### src/rtl/register_file_scoreboard.sv
// GPR + HI/LO register file with same-cycle write bypass and a per-register
// pending-write counter so decode can detect RAW hazards before issuing.
module register_file_scoreboard #(
    parameter int DATA_WIDTH    = 32,
    parameter int ADDR_WIDTH    = 5,
    parameter int PENDING_WIDTH = 2
) (
    input  logic                  clk,
    input  logic                  reset,
    input  logic [ADDR_WIDTH-1:0] read_address_1,
    input  logic [ADDR_WIDTH-1:0] read_address_2,
    input  logic                  HI_LO_output,
    output logic [DATA_WIDTH-1:0] read_data_1,
    output logic [DATA_WIDTH-1:0] read_data_2,
    output logic                  busy_1,
    output logic                  busy_2,
    input  logic                  write_enable,
    input  logic [ADDR_WIDTH-1:0] write_address,
    input  logic [DATA_WIDTH-1:0] write_data,
    input  logic                  hi_lo_register_write_enable,
    input  logic [DATA_WIDTH-1:0] HI_write_data,
    input  logic [DATA_WIDTH-1:0] LO_write_data,
    input  logic                  reserve_enable,
    input  logic [ADDR_WIDTH-1:0] reserve_address,
    input  logic                  reserve_hi_lo,
    output logic                  reserve_ready
);

    localparam int NREGS = 1 << ADDR_WIDTH;
    localparam logic [PENDING_WIDTH-1:0] CNT_MAX = '1;

    logic [DATA_WIDTH-1:0]    regs_q [NREGS];
    logic [DATA_WIDTH-1:0]    hi_q, lo_q;
    logic [PENDING_WIDTH-1:0] cnt_q  [NREGS];
    logic [PENDING_WIDTH-1:0] cnt_d  [NREGS];
    logic [PENDING_WIDTH-1:0] cnt_hl_q, cnt_hl_d;

    logic gpr_wr;
    logic dec1, dec2, dec_hl;
    logic gpr_ok, hl_ok;
    logic res_gpr_acc, res_hl_acc;

    assign gpr_wr = write_enable && (write_address != '0);
    assign dec1   = gpr_wr && (write_address == read_address_1) && (cnt_q[read_address_1] != '0);
    assign dec2   = gpr_wr && (write_address == read_address_2) && (cnt_q[read_address_2] != '0);
    assign dec_hl = hi_lo_register_write_enable && (cnt_hl_q != '0);

    // A full counter can still accept a reserve if it is being released this cycle.
    assign gpr_ok = !reserve_enable || (reserve_address == '0) ||
                    (cnt_q[reserve_address] != CNT_MAX) ||
                    (gpr_wr && (write_address == reserve_address));
    assign hl_ok  = !reserve_hi_lo || (cnt_hl_q != CNT_MAX) || hi_lo_register_write_enable;
    assign reserve_ready = gpr_ok && hl_ok;

    assign res_gpr_acc = reserve_enable && reserve_ready && (reserve_address != '0);
    assign res_hl_acc  = reserve_hi_lo && reserve_ready;

    always_comb begin
        read_data_1 = '0;
        read_data_2 = '0;
        busy_1      = 1'b0;
        busy_2      = 1'b0;
        if (HI_LO_output) begin
            read_data_1 = hi_lo_register_write_enable ? LO_write_data : lo_q;
            read_data_2 = hi_lo_register_write_enable ? HI_write_data : hi_q;
            busy_1      = (cnt_hl_q - PENDING_WIDTH'(dec_hl)) != '0;
            busy_2      = busy_1;
        end else begin
            if (read_address_1 != '0)
                read_data_1 = (gpr_wr && write_address == read_address_1) ? write_data
                                                                           : regs_q[read_address_1];
            if (read_address_2 != '0)
                read_data_2 = (gpr_wr && write_address == read_address_2) ? write_data
                                                                           : regs_q[read_address_2];
            busy_1 = (cnt_q[read_address_1] - PENDING_WIDTH'(dec1)) != '0;
            busy_2 = (cnt_q[read_address_2] - PENDING_WIDTH'(dec2)) != '0;
        end
    end

    always_comb begin
        for (int i = 0; i < NREGS; i++) begin
            logic inc, dec;
            inc      = res_gpr_acc && (reserve_address == ADDR_WIDTH'(i));
            dec      = gpr_wr && (write_address == ADDR_WIDTH'(i)) && (cnt_q[i] != '0);
            cnt_d[i] = cnt_q[i];
            if (inc && !dec)
                cnt_d[i] = cnt_q[i] + 1'b1;
            else if (dec && !inc)
                cnt_d[i] = cnt_q[i] - 1'b1;
        end
        cnt_hl_d = cnt_hl_q;
        if (res_hl_acc && !dec_hl)
            cnt_hl_d = cnt_hl_q + 1'b1;
        else if (dec_hl && !res_hl_acc)
            cnt_hl_d = cnt_hl_q - 1'b1;
    end

    always_ff @(posedge clk) begin
        if (reset) begin
            for (int i = 0; i < NREGS; i++) begin
                regs_q[i] <= '0;
                cnt_q[i]  <= '0;
            end
            hi_q     <= '0;
            lo_q     <= '0;
            cnt_hl_q <= '0;
        end else begin
            if (gpr_wr)
                regs_q[write_address] <= write_data;
            if (hi_lo_register_write_enable) begin
                hi_q <= HI_write_data;
                lo_q <= LO_write_data;
            end
            cnt_q    <= cnt_d;
            cnt_hl_q <= cnt_hl_d;
        end
    end

endmodule

### config.mk
export PLATFORM = sky130hd
export DESIGN_NAME = register_file_scoreboard
export DESIGN_NICKNAME = d
export VERILOG_FILES = /design/src/rtl/register_file_scoreboard.sv
export SDC_FILE = /design/constraint.sdc
export NUM_CORES = 2
export LEC_CHECK = 0
export ABC_CLOCK_PERIOD_IN_PS = 3050
export CAP_MARGIN = 20
export CORE_MARGIN = 10
export CORE_UTILIZATION = 55
export CTS_CLUSTER_DIAMETER = 120
export CTS_CLUSTER_SIZE = 28
export DETAILED_ROUTE_END_ITERATION = 10
export PLACE_DENSITY_LB_ADDON = 0.1
export REMOVE_ABC_BUFFERS = 1
export SKIP_CTS_REPAIR_TIMING = 1
export SYNTH_ARGS = -nofsm -noshare
export SYNTH_HDL_FRONTEND = slang
export SYNTH_SLANG_ARGS = --single-unit
export TNS_END_PERCENT = 1
### constraint.sdc
create_clock -name clk -period 3.05 [get_ports clk]
set_clock_uncertainty 0.1 [all_clocks]
set_input_delay 0.305 -clock clk [delete_from_list [all_inputs] [get_ports clk]]
set_output_delay 0.305 -clock clk [all_outputs]
set_load 0.02 [all_outputs]
==> impl_metrics.ini <==
; yosys + openroad results
[status]
outcome = finished with violations
violations_in_the_final_reports = setup timing

[yosys]
number_of_enable_flip_flop_cells = 1024
synth_area_per_cell_um2 = 15.0
ys.flop_type = sky130_fd_sc_hd__edfxtp_1
ys_sh_adder_pct = 0.637
synth_top_cell_by_count = sky130_fd_sc_hd__edfxtp_1
top_area_cell = sky130_fd_sc_hd__edfxtp_1
yosys_register_bits = 1154

[grt]
grt_pass1_wl_mm = 306
grtUsageMet2_pct = 50.9
grt_max_degree = 126
grt_use_met3_pct = 8.62

[clock_tree]
max-clock-path-buffers = 3
cts.clk_slew.worst_paths_ps = 120

[pwr]
power.static_leakage_nw = 25.4
sequentialPower_mw = 18.4
power_combinational_mw = 5.82
power.density_cell_area_nw_per_um2 = 450
maxPowerGroup = sequential cells

[worst_setup_path]
slowest_cell_delay_on_critical_path_ps = 560
critical_path.startpoint_type = flip-flop
path_delay_family = multiplexers
regToRegStartpoint = cnt_q[13]$_SDFFE_PP0P_
worstSetupStartpoint = regs_q[23][4]$_SDFFCE_PN0P_
critical_path_cell_count = 5
rr_worst_depth = 9

[drt]
totalWireLength_mm = 215
top_signal_layer_used = met5

[timing]
maxSlewViolCount = 0
worst_slack_ps = -370
worst-slew-pin-transition_ps = 822
period_utilization_pct = 112
fin_setup_tns_ps = -8440
fmax_ghz = 0.292
setup_viol_count_final = 44

[die]
n_tap_cell = 1500

[hold_path]
hp-start = hi_lo_register_write_enable

[final_layout]
design_area_um2 = 72100
flip_flop_count_of_the_largest_register_after_layout = 1024
layout.cells.most_common = sky130_fd_sc_hd__edfxtp_1
areaGrowthSynthToFinish_pct = 14.8
largestClassByArea = sequential cells

[flow_run]
stage_log_warnings = 30
power_grid.png
Bar = 100 µm. Pins as bars on the die edge.
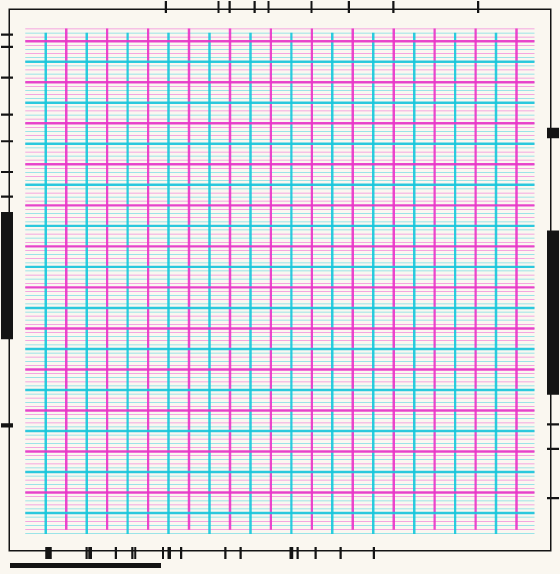
cyan -> VSS
magenta -> VDD
met5 straps = 24
signal pins = 190
met1 rails = 124

layer_met3.png
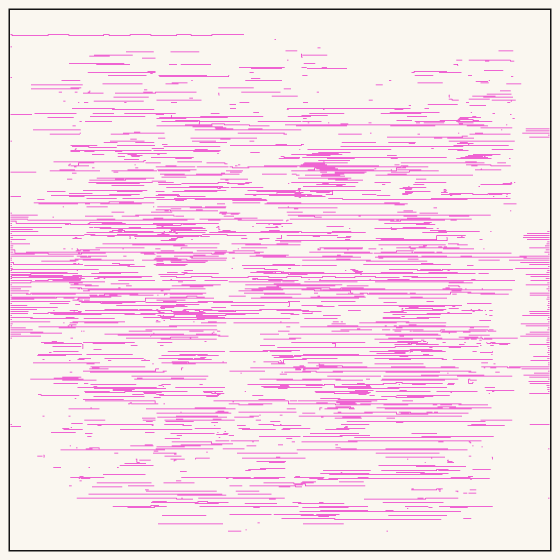
share of all routed wire = 13%
main direction = horizontal
wire length on this layer = 28.4 mm
longest straight run = 138 µm
nets with wire on the layer = 768

clocks.png
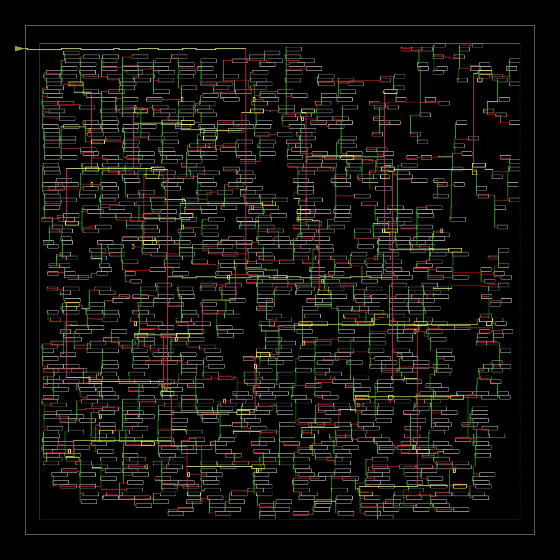
total number of sequential cells: 1154
Clock Sink Count: 1154
clock buffer count: 83
insertion delay of the later-clocked pin in the worst-skew pair: 710 ps
number of buffers created by CTS: 47

